==> config.mk <==
export PLATFORM = sky130hd
export DESIGN_NAME = msg_sequencer
export DESIGN_NICKNAME = d
export VERILOG_FILES = /design/src/rtl/msg_pkg.sv /design/src/rtl/glyph_addr_gen.sv /design/src/rtl/msg_sequencer.sv
export SDC_FILE = /design/constraint.sdc
export NUM_CORES = 1
export LEC_CHECK = 0
export ABC_CLOCK_PERIOD_IN_PS = 9070
export CAP_MARGIN = 5
export CORE_MARGIN = 2
export CORE_UTILIZATION = 25
export DETAILED_ROUTE_END_ITERATION = 6
export GPL_TIMING_DRIVEN = 0
export HOLD_SLACK_MARGIN = 0.06
export SLEW_MARGIN = 20
export SYNTH_ARGS = -nofsm -noshare
export SYNTH_HDL_FRONTEND = slang
export SYNTH_SLANG_ARGS = --single-unit
==> constraint.sdc <==
create_clock -name clk -period 9.07 [get_ports clk]
set_clock_uncertainty 0.2 [all_clocks]
set_input_delay 0.907 -clock clk [delete_from_list [all_inputs] [get_ports clk]]
set_output_delay 0.907 -clock clk [all_outputs]
set_load 0.01 [all_outputs]
==> src/rtl/msg_pkg.sv <==
// msg_pkg: shared types and constants for the message sequencer.
// State encodings, glyph geometry and the three fixed overlay strings.
package msg_pkg;

    // State encoding doubles as arbitration rank: a larger value wins.
    typedef enum logic [1:0] {
        ST_IDLE    = 2'd0,
        ST_BOARD   = 2'd1,
        ST_READY   = 2'd2,
        ST_TIMESUP = 2'd3
    } state_e;

    typedef logic [4:0] code_t;

    // Pending-flag bit positions
    localparam int P_BOARD   = 0;
    localparam int P_READY   = 1;
    localparam int P_TIMESUP = 2;

    localparam code_t BLANK     = 5'd31;
    localparam int    GLYPH_W   = 50;
    localparam int    GLYPH_H   = 50;
    localparam int    GLYPH_SZ  = 2500;
    localparam int    NUM_SLOTS = 10;
    localparam int    WIN_W     = GLYPH_W * NUM_SLOTS;

    // "GET READY"
    localparam code_t STR_READY [NUM_SLOTS] = '{
        5'd6, 5'd4, 5'd19, BLANK, 5'd17, 5'd4, 5'd0, 5'd3, 5'd24, BLANK};
    // "TIME IS UP"
    localparam code_t STR_TIMESUP [NUM_SLOTS] = '{
        5'd19, 5'd8, 5'd12, 5'd4, BLANK, 5'd8, 5'd18, BLANK, 5'd20, 5'd15};
    // "HOUSE CUP"
    localparam code_t STR_BOARD [NUM_SLOTS] = '{
        5'd7, 5'd14, 5'd20, 5'd18, 5'd4, BLANK, 5'd2, 5'd20, 5'd15, BLANK};

endpackage

==> src/rtl/glyph_addr_gen.sv <==
// glyph_addr_gen: tracks the pixel/slot position inside the text window and
// produces the registered glyph ROM address and glyph_on flag.
module glyph_addr_gen import msg_pkg::*; #(
    parameter int COL0 = 120,
    parameter int ROW0 = 0
) (
    input  logic        clk_i,
    input  logic        reset_i,
    input  logic [8:0]  row_i,
    input  logic [9:0]  col_i,
    input  code_t       code_i,
    input  logic        hide_i,
    output logic [3:0]  slot_o,
    output logic [15:0] rom_addr_o,
    output logic        glyph_on_o
);

    logic [9:0]  row_off;
    logic [10:0] col_off;
    logic        in_win, lit;
    logic [5:0]  px_q, px_d, px_cur;
    logic [3:0]  slot_q, slot_d, slot_cur;
    logic [15:0] addr_q, addr_d;
    logic        on_q, on_d;

    // Offsets wrap to large values when left of / above the window, so a
    // single upper-bound compare covers both sides.
    assign row_off  = 10'(row_i) - 10'(ROW0);
    assign col_off  = 11'(col_i) - 11'(COL0);
    assign in_win   = (row_off < 10'(GLYPH_H)) && (col_off < 11'(WIN_W));
    assign px_cur   = (col_off == 11'd0) ? 6'd0 : px_q;
    assign slot_cur = (col_off == 11'd0) ? 4'd0 : slot_q;
    assign slot_o   = slot_cur;
    assign lit      = in_win && (code_i != BLANK);

    // Next pixel position and address for the pixel currently on row/col
    always_comb begin
        px_d   = px_cur;
        slot_d = slot_cur;
        if (in_win) begin
            if (px_cur == 6'(GLYPH_W - 1)) begin
                px_d   = 6'd0;
                slot_d = slot_cur + 4'd1;
            end else begin
                px_d = px_cur + 6'd1;
            end
        end
        addr_d = 16'd0;
        if (lit)
            addr_d = 16'(code_i) * 16'(GLYPH_SZ) + 16'(row_off) * 16'(GLYPH_W) + 16'(px_cur);
        on_d = lit && !hide_i;
    end

    // Position counters and one-cycle address pipeline
    always_ff @(posedge clk_i) begin
        if (reset_i) begin
            px_q   <= '0;
            slot_q <= '0;
            addr_q <= '0;
            on_q   <= 1'b0;
        end else begin
            px_q   <= px_d;
            slot_q <= slot_d;
            addr_q <= addr_d;
            on_q   <= on_d;
        end
    end

    assign rom_addr_o = addr_q;
    assign glyph_on_o = on_q;

endmodule

==> src/rtl/msg_sequencer.sv <==
// msg_sequencer: arbitrates overlay message requests, holds each for a
// frame-counted period and drives the glyph ROM address.
// Optional macro MSG_SEQ_BLINK_EN: blinks times-up every 8 frames.
module msg_sequencer import msg_pkg::*; #(
    parameter int COL0           = 120,
    parameter int ROW0           = 0,
    parameter int READY_FRAMES   = 120,
    parameter int TIMESUP_FRAMES = 180
) (
    input  logic        clk,
    input  logic        reset,
    input  logic        frame_start,
    input  logic [8:0]  row,
    input  logic [9:0]  col,
    input  logic        req_ready,
    input  logic        req_times_up,
    input  logic        req_board,
    output logic        get_ready,
    output logic        times_up,
    output logic        leaderboard,
    output logic        busy,
    output logic [15:0] rom_addr,
    output logic        glyph_on
);

    state_e     state_q, state_d, top_st;
    logic [7:0] cnt_q, cnt_d;
    logic [2:0] pend_q, pend_d, pend_eff;
    logic       expire;
    logic       gr_q, tu_q, lb_q, busy_q;
    logic [3:0] slot;
    code_t      code;
    logic       hide;

    // Arbitration and hold-counter next state; requests in the frame_start
    // cycle are already eligible via pend_eff.
    always_comb begin
        pend_eff = pend_q;
        pend_eff[P_BOARD]   = pend_q[P_BOARD]   | req_board;
        pend_eff[P_READY]   = pend_q[P_READY]   | req_ready;
        pend_eff[P_TIMESUP] = pend_q[P_TIMESUP] | req_times_up;

        if (pend_eff[P_TIMESUP])    top_st = ST_TIMESUP;
        else if (pend_eff[P_READY]) top_st = ST_READY;
        else if (pend_eff[P_BOARD]) top_st = ST_BOARD;
        else                        top_st = ST_IDLE;

        expire = ((state_q == ST_READY)   && (cnt_q == 8'(READY_FRAMES - 1))) ||
                 ((state_q == ST_TIMESUP) && (cnt_q == 8'(TIMESUP_FRAMES - 1)));

        state_d = state_q;
        cnt_d   = cnt_q;
        pend_d  = pend_eff;
        if (frame_start) begin
            // Equal rank re-enters the active state, restarting its count
            if (top_st != ST_IDLE && (top_st >= state_q || expire)) begin
                state_d = top_st;
                cnt_d   = 8'd0;
                case (top_st)
                    ST_TIMESUP: pend_d[P_TIMESUP] = 1'b0;
                    ST_READY:   pend_d[P_READY]   = 1'b0;
                    default:    pend_d[P_BOARD]   = 1'b0;
                endcase
            end else if (expire) begin
                state_d = ST_IDLE;
                cnt_d   = 8'd0;
            end else if (state_q == ST_READY || state_q == ST_TIMESUP) begin
                cnt_d = cnt_q + 8'd1;
            end
        end
    end

    // Sequencer state with registered mode and busy outputs
    always_ff @(posedge clk) begin
        if (reset) begin
            state_q <= ST_IDLE;
            cnt_q   <= '0;
            pend_q  <= '0;
            gr_q    <= 1'b0;
            tu_q    <= 1'b0;
            lb_q    <= 1'b0;
            busy_q  <= 1'b0;
        end else begin
            state_q <= state_d;
            cnt_q   <= cnt_d;
            pend_q  <= pend_d;
            gr_q    <= (state_d == ST_READY);
            tu_q    <= (state_d == ST_TIMESUP);
            lb_q    <= (state_d == ST_BOARD);
            busy_q  <= (state_d != ST_IDLE) || (|pend_d);
        end
    end

    // Glyph code of the active string at the current slot; IDLE shows blanks
    always_comb begin
        code = BLANK;
        if (slot < 4'(NUM_SLOTS)) begin
            case (state_q)
                ST_READY:   code = STR_READY[slot];
                ST_TIMESUP: code = STR_TIMESUP[slot];
                ST_BOARD:   code = STR_BOARD[slot];
                default:    code = BLANK;
            endcase
        end
    end

`ifdef MSG_SEQ_BLINK_EN
    assign hide = (state_q == ST_TIMESUP) && cnt_q[3];
`else
    assign hide = 1'b0;
`endif

    glyph_addr_gen #(.COL0(COL0), .ROW0(ROW0)) u_addr (
        .clk_i      (clk),
        .reset_i    (reset),
        .row_i      (row),
        .col_i      (col),
        .code_i     (code),
        .hide_i     (hide),
        .slot_o     (slot),
        .rom_addr_o (rom_addr),
        .glyph_on_o (glyph_on)
    );

    assign get_ready   = gr_q;
    assign times_up    = tu_q;
    assign leaderboard = lb_q;
    assign busy        = busy_q;

endmodule

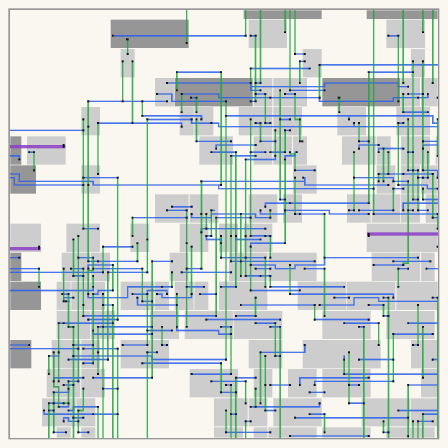
Run 1: a small window of the routed layout
Region (15, 86) to (55, 126) µm. Cells in grey, sequential cells in the stronger grey; small squares are vias.
- purple: metal 3
- blue: metal 1
- green: metal 2
- sequential cells in the window: 3
- cells with their middle in the window: 90
- most frequent: ha_1 (17), nor3_1 (11), a21oi_1 (9)
- netlist names of flops here include: u_addr.rom_addr_o (2), u_addr.glyph_on_o (1)

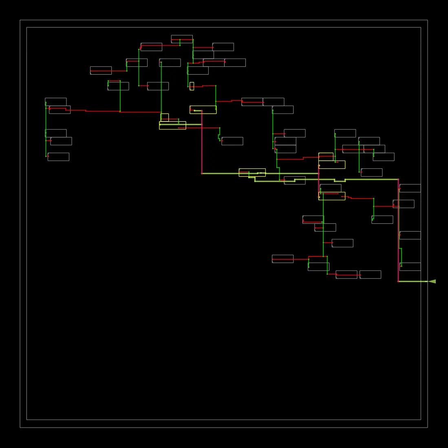
Run 1: clock wiring as the flow saved it
clk_lat worst skew: 0.29 ns
Flops: 44

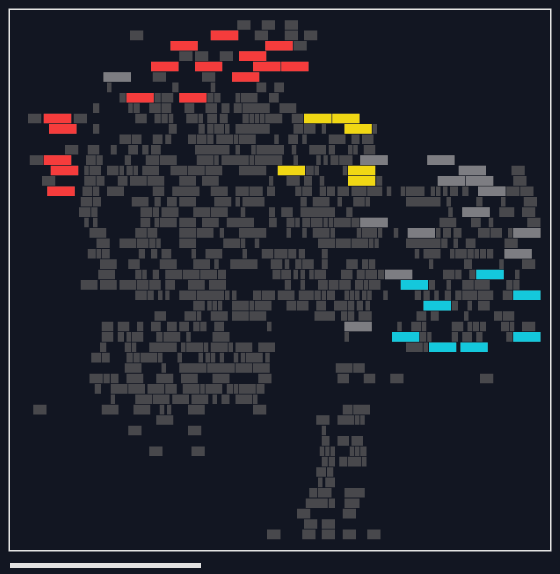
Run 1: sequential cells coloured by netlist name
Scale bar: 50 µm. Other sequential cells in the stronger grey, the rest of the logic in the fainter grey.
- yellow: u_addr.px_q (flops 6)
- cyan: cnt_q (flops 8; where middle right)
- red: u_addr.rom_addr_o (flops 16)

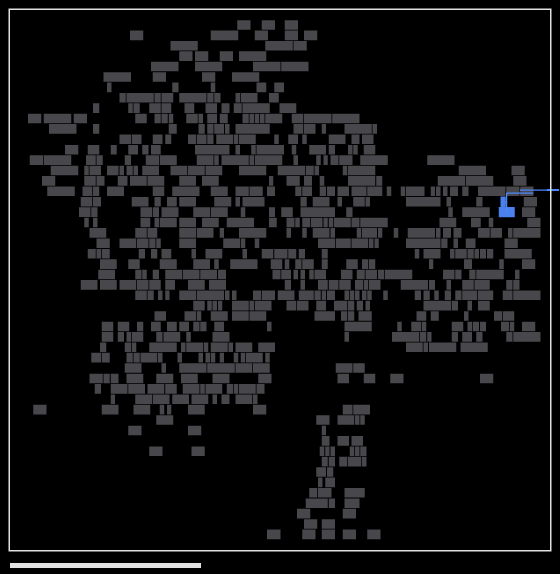
Run 1: wires at chosen ports, followed through buffers
Scale bar: 50 µm.
- blue: req_times_up (bits 1; direction input; end cells 2; buffers 1; wire 19.9 µm)
PortBufs: 45
I/O pin cnt: 46

==> impl_metrics.py, run 1 <==
# Synthesis and PnR figures
metrics = {
    "route": {
        "avgRoutedWirePerCell_um": 12.7,
        "dr.pass1.iters": 4,
        "num_vias": 3970,
    },
    "logic_synthesis": {
        "yosys_area_mm2": 0.00471,
        "ys_sh_simple_pct": 17.6,
        "top_cell": "ha_1",
    },
    "setup_path": {
        "required_ns": 9.07,
    },
    "hold_path": {
        "hold_class": "register to register",
        "hp-start": "cnt_q[5]",
    },
    "cells_and_area": {
        "largest_register_ffs": 16,
        "fin_cells": 841,
    },
    "run_status": {
        "status": "finished clean",
    },
    "placement": {
        "dpl.cell_count": 834,
        "gp_congestion": 0.857,
    },
    "power_and_ir_drop": {
        "vdd_drop_max_mv": 0.302,
    },
    "floorplanning": {
        "taps": 234,
        "fp.dieArea_mm2": 0.0200,
    },
    "clock_network": {
        "cts_resized": 0,
        "htree_levels": 2,
    },
    "global_routing": {
        "grt-ovfl-total": 0,
    },
    "final_timing": {
        "setup_tns_ns": 0,
        "slew_violations": 0,
    },
}
run 1: logic make-up after synthesis:
kind of cell | count (synthesis)
XOR/XNOR | 33
buffers and inverters | 85
AND/OR/NAND/NOR | 155
adder cells (fa/ha/maj) | 107
flip-flops | 44
AND-OR/OR-AND | 124
multiplexers | 7
run 1: layout by cell type (no fill, tap or decap), types with 12 or more instances in the layout:
master	n
ha_1	93
inv_1	70
clkdlybuf4s50_1	45
dfxtp_1	44
a21oi_1	38
nand2_1	35
nor2_1	32
xnor2_1	20
nor3_1	19
o21ai_0	13
xor2_1	13
fa_1	13
nand3_1	12
run 1: power by group:
group | internal [mW] | switching [mW]
Sequential | 0.203 | 0.00372
Combinational | 0.582 | 0.668
Clock | 0.110 | 0.0773
Total | 0.894 | 0.749
--- run 2 (diff from run 1) ---
Settings changed: ABC_CLOCK_PERIOD_IN_PS 9070 to 10300.
Clock period 9.07 ns to 10.3 ns, I/O delays scaled along.
==> run 2 against run 1 <==
- combinational power is about 10% lower
- setup slack improved by 0.88 ns
- global-route usage is the same
- area after synthesis unchanged
- final cell count grew 0.12%
- core utilization is essentially flat
- critical endpoint unchanged
==> impl_metrics.py, run 2 <==
# Synthesis and PnR figures
metrics = {
    "run_status": {
        "status": "finished clean",
    },
    "power_and_ir_drop": {
        "p_int_uw": 785,
        "power.leakage_nw": 2.50,
        "comb-power_mw": 1.10,
        "p_seq_share_pct": 12.6,
        "power_switching_uw": 657,
        "vdd_drop_max_mv": 0.266,
        "powerClk_uw": 165,
        "swShare_pct": 45.6,
        "power_density_mw_per_mm2": 257,
        "powerSeq_uw": 182,
        "p_total_mw": 1.44,
        "p_clk_share_pct": 11.4,
        "top_power_group": "combinational cells",
        "combPwrFrac_pct": 76.0,
    },
    "setup_path": {
        "timing.rr.start": "u_addr.slot_q[0]",
        "required_ns": 10.30,
        "path_max_fanout": 10,
    },
    "route": {
        "num_vias": 3985,
        "avgRoutedWirePerCell_um": 12.7,
        "drt_drc_violations_left": 0,
        "ant_nets": 0,
        "initialDrtViolationCount": 115,
        "dr.pass1.iters": 4,
    },
    "cells_and_area": {
        "seq_cells": 44,
        "layout-drive-gt1-share_pct": 5.43,
        "nNetsFinal": 739,
        "n_fill_cell": 1937,
        "lay_top_count": "ha_1",
        "largest_register_ffs": 16,
        "fin_cells": 842,
    },
    "final_timing": {
        "final-hold-violation-count": 0,
        "slew_violations": 0,
        "setup_tns_ns": 0,
    },
    "clock_network": {
        "cts_resized": 0,
        "htree_levels": 2,
        "cts_root_buf": "clkbuf_16",
    },
    "logic_synthesis": {
        "synth.top_cell.area_share_pct": 25.0,
        "ys_sh_simple_pct": 17.6,
        "top_cell": "ha_1",
        "yosys_area_mm2": 0.00471,
    },
    "floorplanning": {
        "io_pins": 46,
        "fp.dieArea_mm2": 0.0200,
        "taps": 234,
    },
    "hold_path": {
        "hp-start": "cnt_q[5]",
        "hold_class": "register to register",
    },
    "global_routing": {
        "grt_pass1_wl_um": 18700,
    },
    "placement": {
        "dpl.cell_count": 834,
        "gp_congestion": 0.857,
        "port_buffers": 45,
    },
}
==> run 2: cell types whose count changed in the layout (fill, tap and decap cells not counted), sizes merged <==
cell | before | now
clkbuf | 14 | 15
==> run 2: critical path, stage by stage <==
cell and delay (ns):
clkdlybuf4s50_1 0.64, ha_1 0.19, clkbuf_1 0.26, a21oi_1 0.13, o32ai_2 0.34, nand4_2 0.28, buf_2 0.27, buf_2 0.20
nand2_1 0.18, inv_1 0.09, ha_1 0.37, a211oi_1 0.38, o31ai_1 0.13, or3_1 0.49, ha_1 0.34, ha_1 0.28
ha_1 0.29, ha_1 0.33, xor2_1 0.15, ha_1 0.27, ha_1 0.21, a2111oi_0 0.66, nor3b_1 0.47, o311ai_0 0.24
a31oi_1 0.26, xnor2_1 0.21, mux2i_1 0.28
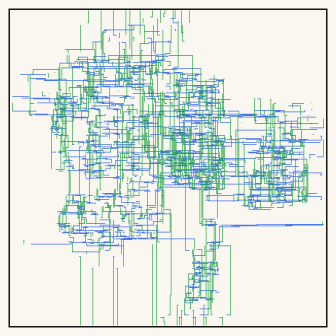
Run 2: metal layers overlaid
Only two layers are drawn.
- blue: metal 1 (wire length 5090 µm)
- green: metal 2 (wire length 5210 µm)

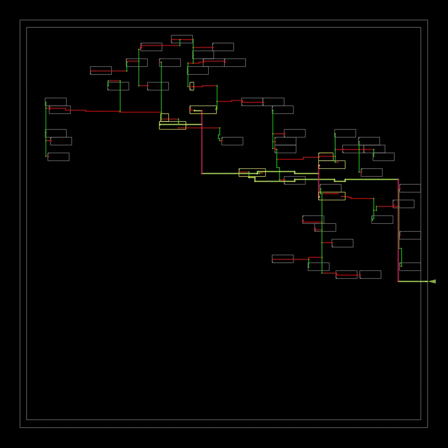
Run 2: clock wiring as the flow saved it
number of buffers created by CTS: 5
# clock sinks: 44
clock buf count: 7

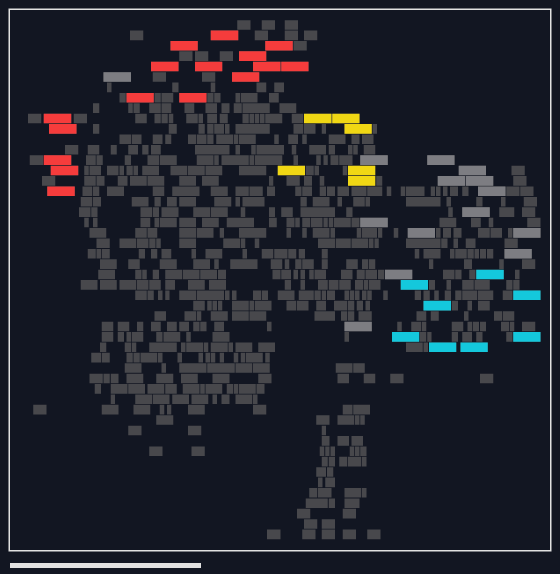
Run 2: sequential cells coloured by netlist name
Scale bar: 50 µm. Other sequential cells in the stronger grey, the rest of the logic in the fainter grey.
- red: u_addr.rom_addr_o (flops 16)
- cyan: cnt_q (flops 8; where middle right)
- yellow: u_addr.px_q (flops 6)
- not coloured: 14

No activity file was given, so power comes from the tool's default toggle rates.
